Figure 1. The metal 2 layer (run 1).
Scale: 8 px per um. Cells faint in the background.
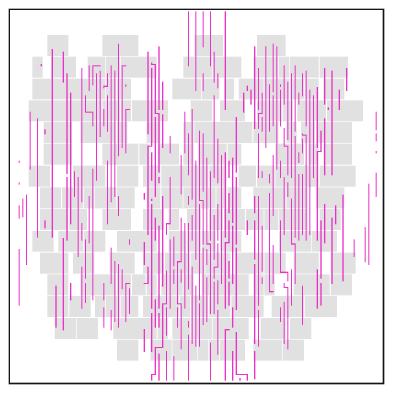
Figure 2. Pin map (run 1).
Scale: 10 px per um. Pins as bars across the die edge, other pins in grey.
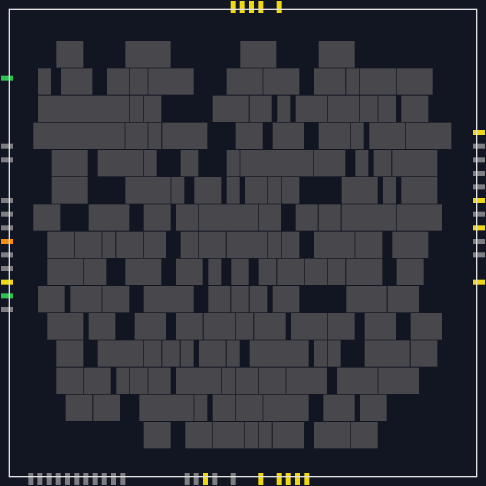
Figure 3. Placement view (run 1).
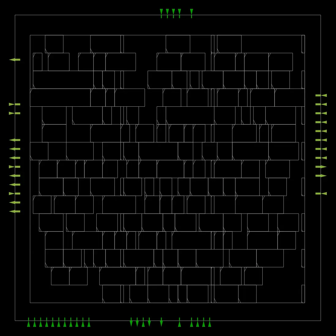
`src/rtl/ctrl_fsm.sv`:
```
// ctrl_fsm: multi-cycle control state machine for a CR16-style datapath.
// Sequences FETCH -> DECODE -> EXEC (-> MEM for LOAD/STOR) -> FETCH and
// drives the strobes of the processor-register block.
//
// Ports:
//   clk        system clock, rising-edge active
//   reset_n    asynchronous active-low reset (FSM returns to FETCH)
//   instr      current instruction register contents (decoded combinationally)
//   psr        status register; C[0] L[2] F[5] Z[6] N[7]
//   mem_ready  memory handshake; FETCH and MEM hold while it is low
//   instr_en   load instruction register from memory read data
//   pc_en      load the PC
//   pc_sel     PC source: 00 PC+1, 01 PC+sext(instr[7:0]), 10 Rsrc
//   cmp_f_en   enable for L/N flag group
//   of_f_en    enable for F/C flag group
//   z_f_en     enable for Z flag
//   rf_wr_en   register-file write enable
//   wb_sel     write-back source: 00 ALU, 01 memory, 10 PC+1
//   mem_rd     memory read strobe
//   mem_wr     memory write strobe
//   addr_sel   memory address source: 0 PC, 1 Raddr
//   illegal    one-cycle pulse in EXEC for an undecodable instruction
//
// Configuration macro: CTRL_JAL_EN
//   defined   -> op=0100 ext=1000 decodes as JAL (link PC+1, jump to Rsrc)
//   undefined -> that encoding is illegal and executes as a NOP

module ctrl_fsm (
  input  logic        clk,
  input  logic        reset_n,
  input  logic [15:0] instr,
  input  logic [15:0] psr,
  input  logic        mem_ready,
  output logic        instr_en,
  output logic        pc_en,
  output logic [1:0]  pc_sel,
  output logic        cmp_f_en,
  output logic        of_f_en,
  output logic        z_f_en,
  output logic        rf_wr_en,
  output logic [1:0]  wb_sel,
  output logic        mem_rd,
  output logic        mem_wr,
  output logic        addr_sel,
  output logic        illegal
);

  typedef enum logic [1:0] {
    S_FETCH  = 2'd0,
    S_DECODE = 2'd1,
    S_EXEC   = 2'd2,
    S_MEM    = 2'd3
  } state_e;

  state_e state_q, state_d;

  logic [3:0] op, ext, cond;
  assign op   = instr[15:12];
  assign ext  = instr[7:4];
  assign cond = instr[11:8];

  logic flag_c, flag_l, flag_f, flag_z, flag_n;
  assign flag_c = psr[0];
  assign flag_l = psr[2];
  assign flag_f = psr[5];
  assign flag_z = psr[6];
  assign flag_n = psr[7];

  // Bits the controller never looks at (register numbers / immediates and
  // reserved PSR bits); collected so they are consumed explicitly.
  logic unused_bits;
  assign unused_bits = ^{instr[3:0], psr[15:8], psr[4:3], psr[1]};

  logic is_alu, is_load, is_stor, is_jcond, is_bcond, is_jal, is_nop;
  logic dec_cmp, dec_of, dec_z;
  logic cond_true;

  // Instruction class and flag-group decode. R-type uses ext as the ALU
  // opcode, I-type reuses the same code in op, so both share one table.
  always_comb begin
    is_alu   = 1'b0;
    is_load  = 1'b0;
    is_stor  = 1'b0;
    is_jcond = 1'b0;
    is_bcond = 1'b0;
    is_jal   = 1'b0;
    is_nop   = (instr == 16'h0000);
    dec_cmp  = 1'b0;
    dec_of   = 1'b0;
    dec_z    = 1'b0;
    case (op)
      4'h0, 4'h1, 4'h2, 4'h3, 4'h5, 4'h9, 4'hB, 4'hD, 4'hF: begin
        case ((op == 4'h0) ? ext : op)
          4'h1, 4'h2, 4'h3: begin
            is_alu = 1'b1;
            dec_z  = 1'b1;
          end
          4'h5, 4'h9: begin
            is_alu = 1'b1;
            dec_of = 1'b1;
            dec_z  = 1'b1;
          end
          4'hB: begin
            is_alu  = 1'b1;
            dec_cmp = 1'b1;
            dec_z   = 1'b1;
          end
          4'hD: is_alu = 1'b1;
          // LUI exists only as an I-type opcode
          4'hF: is_alu = (op == 4'hF);
          default: ;
        endcase
      end
      4'h8: is_alu = 1'b1;
      4'h4: begin
        case (ext)
          4'h0: is_load  = 1'b1;
          4'h4: is_stor  = 1'b1;
          4'hC: is_jcond = 1'b1;
`ifdef CTRL_JAL_EN
          4'h8: is_jal   = 1'b1;
`endif
          default: ;
        endcase
      end
      4'hC: is_bcond = 1'b1;
      default: ;
    endcase
  end

  // Branch/jump condition evaluation against the current PSR.
  always_comb begin
    cond_true = 1'b0;
    case (cond)
      4'h0: cond_true = flag_z;
      4'h1: cond_true = !flag_z;
      4'h2: cond_true = flag_c;
      4'h3: cond_true = !flag_c;
      4'h4: cond_true = flag_l;
      4'h5: cond_true = !flag_l;
      4'h6: cond_true = flag_n;
      4'h7: cond_true = !flag_n;
      4'h8: cond_true = flag_f;
      4'h9: cond_true = !flag_f;
      4'hA: cond_true = !flag_l && !flag_z;
      4'hB: cond_true = flag_l || flag_z;
      4'hC: cond_true = !flag_n && !flag_z;
      4'hD: cond_true = flag_n || flag_z;
      4'hE: cond_true = 1'b1;
      default: cond_true = 1'b0;
    endcase
  end

  always_ff @(posedge clk or negedge reset_n) begin
    if (!reset_n) state_q <= S_FETCH;
    else          state_q <= state_d;
  end

  always_comb begin
    state_d = state_q;
    case (state_q)
      S_FETCH:  if (mem_ready) state_d = S_DECODE;
      S_DECODE: state_d = S_EXEC;
      S_EXEC:   state_d = (is_load || is_stor) ? S_MEM : S_FETCH;
      S_MEM:    if (mem_ready) state_d = S_FETCH;
      default:  state_d = S_FETCH;
    endcase
  end

  // Outputs are forced low while reset is held so no strobe leaks out of an
  // aborted access before the FSM restarts in FETCH.
  always_comb begin
    instr_en = 1'b0;
    pc_en    = 1'b0;
    pc_sel   = 2'b00;
    cmp_f_en = 1'b0;
    of_f_en  = 1'b0;
    z_f_en   = 1'b0;
    rf_wr_en = 1'b0;
    wb_sel   = 2'b00;
    mem_rd   = 1'b0;
    mem_wr   = 1'b0;
    addr_sel = 1'b0;
    illegal  = 1'b0;
    if (reset_n) begin
      case (state_q)
        S_FETCH: begin
          mem_rd   = 1'b1;
          instr_en = mem_ready;
        end
        S_EXEC: begin
          if (is_alu) begin
            rf_wr_en = 1'b1;
            cmp_f_en = dec_cmp;
            of_f_en  = dec_of;
            z_f_en   = dec_z;
            pc_en    = 1'b1;
          end else if (is_load || is_stor) begin
            // PC advances at the end of MEM instead
          end else if (is_jal) begin
            rf_wr_en = 1'b1;
            wb_sel   = 2'b10;
            pc_en    = 1'b1;
            pc_sel   = 2'b10;
          end else if (is_jcond) begin
            pc_en  = 1'b1;
            pc_sel = cond_true ? 2'b10 : 2'b00;
          end else if (is_bcond) begin
            pc_en  = 1'b1;
            pc_sel = cond_true ? 2'b01 : 2'b00;
          end else begin
            pc_en   = 1'b1;
            illegal = !is_nop;
          end
        end
        S_MEM: begin
          addr_sel = 1'b1;
          mem_rd   = is_load;
          mem_wr   = is_stor;
          if (mem_ready) begin
            rf_wr_en = is_load;
            wb_sel   = is_load ? 2'b01 : 2'b00;
            pc_en    = 1'b1;
          end
        end
        default: ;
      endcase
    end
  end

endmodule

```
`config.mk`:
```
export PLATFORM = sky130hd
export DESIGN_NAME = ctrl_fsm
export DESIGN_NICKNAME = d
export VERILOG_FILES = /design/src/rtl/ctrl_fsm.sv
export SDC_FILE = /design/constraint.sdc
export NUM_CORES = 1
export LEC_CHECK = 0
export CAP_MARGIN = 20
export CORE_MARGIN = 2
export CORE_UTILIZATION = 38
export CTS_BUF_LIST = sky130_fd_sc_hd__clkbuf_4 sky130_fd_sc_hd__clkbuf_8
export DETAILED_ROUTE_END_ITERATION = 7
export MAX_ROUTING_LAYER = met4
export PLACE_DENSITY = 0.87
export SETUP_SLACK_MARGIN = 0.1
export SYNTH_ARGS = -nofsm -noshare
export SYNTH_HDL_FRONTEND = slang
export SYNTH_SLANG_ARGS = --single-unit
```
`constraint.sdc`:
```
create_clock -name clk -period 3.1 [get_ports clk]
set_clock_uncertainty 0.15 [all_clocks]
set_input_delay 0.62 -clock clk [delete_from_list [all_inputs] [get_ports clk]]
set_output_delay 0.62 -clock clk [all_outputs]
set_load 0.03 [all_outputs]
```
==> impl_metrics.ini, run 1 <==
; yosys + openroad results
[synth]
async_flop_share_pct = 100
flop_cell = dfrtp_1
syn-instance-count = 102
synth_flops = 2
yosys_warnings = 0
synth_stat.cells = 102
syn_nets = 141

[finish]
final_cells = 179
regMostFlops = state_q
nFillCells = 143
insertedDiodeCount = 0

[final_timing]
max_freq_mhz = 338
hold_viol_final = 0
rsz0062_at_grt = true
worst_slack_ps = 137
hold_ws_ps = 409

[worst_setup_path]
r2r_slack_ps = 1570
required_ps = 2330
critical-path-top-delay-family = buffers and inverters
start_kind = input port
rr_startpoint = state_q[1]
path_cells = clkdlybuf4s50_1 > inv_1 > o31a_1 > o2111ai_1 > nand3_2 > nor3_2 > buf_4
worstReg2RegEnd = state_q[1]

[run]
drv_cap = 0

[global_routing]
grt_pass1_vias = 906
overflow = 0
grt_first_pass_wirelength_mm = 3.68
met1_usage_pct = 26.5
grt.total_usage_pct = 24.4
grt_start_max_net_pins = 11
grt-busiest-layer = met2

[clocking]
post-cts-setup-buffer-count = 2
htree_num_levels = 1
cts_buffers = 3
clockBufferDepth = 2

[min_path]
min_from = state_q[1]
worstHoldPathCells = 1
hp-class = reg2reg

[drt]
drc = 0
vias_per_cell = 5.47
dr_wl_met2_mm = 1.36
drt_iter0_drc = 32

[placement]
dpl.cell_count = 174
post-place-ws_ps = -172
placed_cell_area_um2 = 1140

[power]
total_power_w = 0.000430
power_density_nw_per_um2 = 339

[run_status]
status = complete, no violations

[floorplanning]
initCoreUtil_pct = 40.4
-- Figure 1 (at the start) --
longest straight run	23.5 um
nets with wire on the layer	159
vias: 980
routing usage on met2: 45.0%
Total Routed Length: 2.50 mm

-- Figure 2 (at the start) --
port	colour	pins	direction	edge
wb_sel	green	2	output	left
mem_ready	orange	1	input	left
instr	yellow	16	input	6 bottom, 5 top, 4 right, 1 left
Die Width: 46.6 um
PortBufs: 36
Die Y-Extent: 46.6 um

-- Figure 3 (at the start) --
seq_cells: 2
Core Util, Final: 74.4%
Tapcells: 25
Core Rows: 15

[run 1: power by group]
group,switching [W],internal (W)
Combinational,0.000184,0.000134
Clock,0.0000139,0.0000426
Sequential,0.0000153,0.0000403
[run 1: cells in the final DEF, fill, tap and decap left out, types with 3 or more instances in the layout]
cell type and instances:
nand2_1 7, ha_1 4, clkdlybuf4s50_1 13, buf_6 3
dlygate4sd2_1 7, buf_4 24, xnor2_1 3, clkbuf_4 3
and3_1 3, inv_1 5, nor2_1 12, nor3_1 4
o21ai_0 3, a21oi_1 9, dlymetal6s2s_1 4
[run 1: kinds of logic (layout without fill, tap and decap cells)]
| group | count (synthesis) | in the layout | share of synthesized area, % |
|---|---|---|---|
| other | 1 | 1 | 0.544 |
| AND/OR/NAND/NOR | 51 | 51 | 42.5 |
| XOR/XNOR | 3 | 3 | 3.81 |
| flip-flops | 2 | 2 | 7.26 |
| buffers and inverters | 10 | 62 | 7.99 |
| multiplexers | 2 | 2 | 2.90 |
| adder cells (fa/ha/maj) | 4 | 4 | 7.26 |
| AND-OR/OR-AND | 29 | 29 | 27.8 |
[run 1: cell type report]
class / instances / area [um2] / area share (%)
multi-input combinational: 90 / 653 / 51.4
timing repair buffer: 54 / 495 / 39.0
sequential: 2 / 50.0 / 3.94
tap: 25 / 31.3 / 2.46
clock buffer: 3 / 22.5 / 1.77
inverter: 5 / 18.8 / 1.48
[run 1: worst max path at each step]
stage	from	to	slack, ps	cells past startpoint
6_report	psr[2]	pc_sel[1]	140	7
5_1_grt	psr[7]	pc_sel[1]	30	7
4_1_cts	instr[9]	pc_sel[1]	100	8
3_5_place_dp	instr[15]	pc_en	-170	5
3_3_place_gp	instr[15]	pc_en	-130	5
2_1_floorplan	instr[15]	mem_rd	230	4
Figure 4. Routed metal, one colour a layer (run 1).
Scale: 8 px per um. Only two layers are drawn.
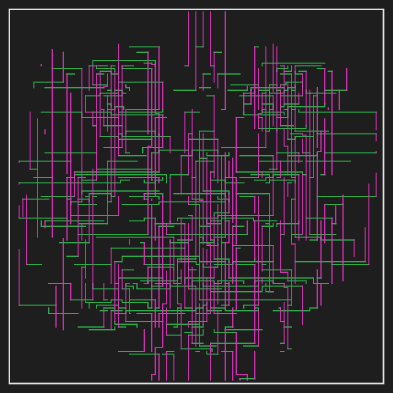

## Run 2: what changed since run 1
SETUP_SLACK_MARGIN = not set   (was 0.1)
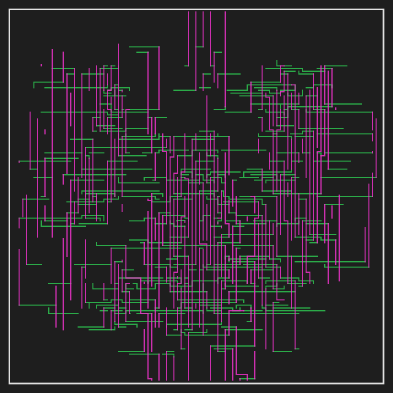
Figure 5: run 2, routed metal, one colour a layer.
Scale: 8 px per um. Only two layers are drawn.
layer	colour	wire length
metal 2	magenta	1320 um
metal 1	green	957 um
GRT Total Usage: 23.6%
Total Routed Length: 2.43 mm
WL per Instance: 13.7 um

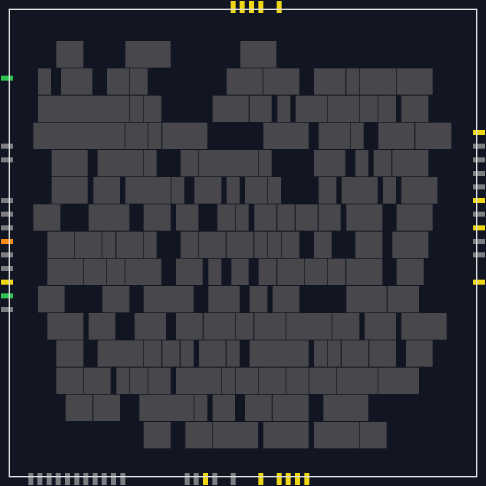
Figure 6: run 2, pin map.
Scale: 10 px per um. Pins as bars across the die edge, other pins in grey.
port	colour	pins	direction	edge
instr	yellow	16	input	6 bottom, 5 top, 4 right, 1 left
mem_ready	orange	1	input	left
wb_sel	green	2	output	left

==> run 2 against run 1 <==
  * Maximum frequency down 1.5%
  * Sequential cell count stayed put
  * Highest routed layer unchanged
  * Critical endpoint is now rf_wr_en
  * Critical path depth up 1
  * Largest cell class unchanged
  * Clock power is essentially flat
  * Largest power group unchanged
  * Critical path type unchanged
  * Via count stayed put
  * Synthesized area stayed put
  * Cell count is 0.56% lower
  * Sequential share of layout area grew 0.14 points
==> impl_metrics.ini, run 2 <==
; yosys + openroad results
[run_status]
status = complete, no violations

[power]
power_leader = combinational cells
power_clock_w = 0.0000566
clkPwrFrac_pct = 14.0
combPwrFrac_pct = 72.3
seq_power_share_pct = 13.6
power_density_nw_per_um2 = 329
total_power_w = 0.000404
pg_comb_w = 0.000292
p_int_w = 0.000210

[min_path]
worstHoldPathCells = 1
hp-class = reg2reg

[worst_setup_path]
startpoint = instr[12]
path_cells = clkdlybuf4s50_1 > buf_4 > a21oi_1 > a31o_2 > or2_4 > buf_4 > o21bai_1 > buf_4
rr_startpoint = state_q[0]
crit_path_end = rf_wr_en
start_kind = input port
critical-path-top-delay-family = buffers and inverters
path_depth = 8

[synth]
yosys_warnings = 0
syn_nets = 141
async_flop_share_pct = 100
syn-instance-count = 102
flop_cell = dfrtp_1

[finish]
regMostFlops = state_q
insertedDiodeCount = 0
most-common-layout-cells = 25 x buf_4, 17 x clkdlybuf4s50_1, 12 x nor2_1, 10 x a21oi_1, 8 x nand2_1

[global_routing]
grt_pass1_vias = 882

[drt]
drt_iter0_drc = 15
vias_per_cell = 5.51
dr_total_vias = 980

[floorplanning]
die_w_um = 46.6
rows = 15
die_y_um = 46.6

[final_timing]
hold_ws_ps = 394

[placement]
port_buffers = 36
dpl.cell_count = 174
post-place-ws_ps = -172

[clocking]
htree_num_levels = 1
cts_buffers = 3
-- run 2: worst min-delay path by stage --
stage | from | slack, ps | endpoint
3_5_place_dp | state_q[1] | 390 | state_q[1]
3_3_place_gp | state_q[1] | 380 | state_q[1]
2_1_floorplan | reset_n | 170 | state_q[0]
6_report | state_q[1] | 390 | state_q[1]
4_1_cts | state_q[1] | 390 | state_q[1]
5_1_grt | state_q[1] | 420 | state_q[1]
-- run 2: worst register-to-register path, delay by kind of cell, from the launching register on --
family,cells,cell delay [ps]
compound gates,3,540
fa+ha+maj,1,230
buf+inv,1,90
flops,1,370
-- run 2: layer usage --
metal / share of wire [%] / vias up / GRT usage [%] / wire length (um)
met5: 0 / - / - / 0
met4: 0.58 / 0 / 8.57 / 14
met3: 5.9 / 2 / 2.75 / 143
met2: 54 / 48 / 43.1 / 1320
met1: 39 / 447 / 25.8 / 957
li1: - / 483 / - / -
-- run 2: timing repair --
| action | 4_1_cts | 5_1_grt |
|---|---|---|
| gates cloned | 1 | 0 |
| gates resized | 5 | 14 |
| pin swaps | 2 | 6 |
| setup buffers | 1 | 0 |
| setup endpoints to repair | 6 | 9 |
-- run 2: final cells by class --
cell class	instances	area, um2
Clock buffer	3	22.5
Multi-Input combinational cell	90	624
Tap cell	25	31.3
Timing Repair Buffer	53	479
Fill cell	144	482
Sequential cell	2	50.0
Inverter	5	18.8
-- run 2: cell families after synthesis --
group           count (synthesis)  share of synthesized area [%]
other cells                     1                          0.544
mux                             2                           2.90
compound gates                 29                           27.8
buf+inv                        10                           7.99
flops                           2                           7.26
fa+ha+maj                       4                           7.26
xor+xnor                        3                           3.81
simple gates                   51                           42.5
Power figures rest on the tool's default switching activity, not on a simulated workload.
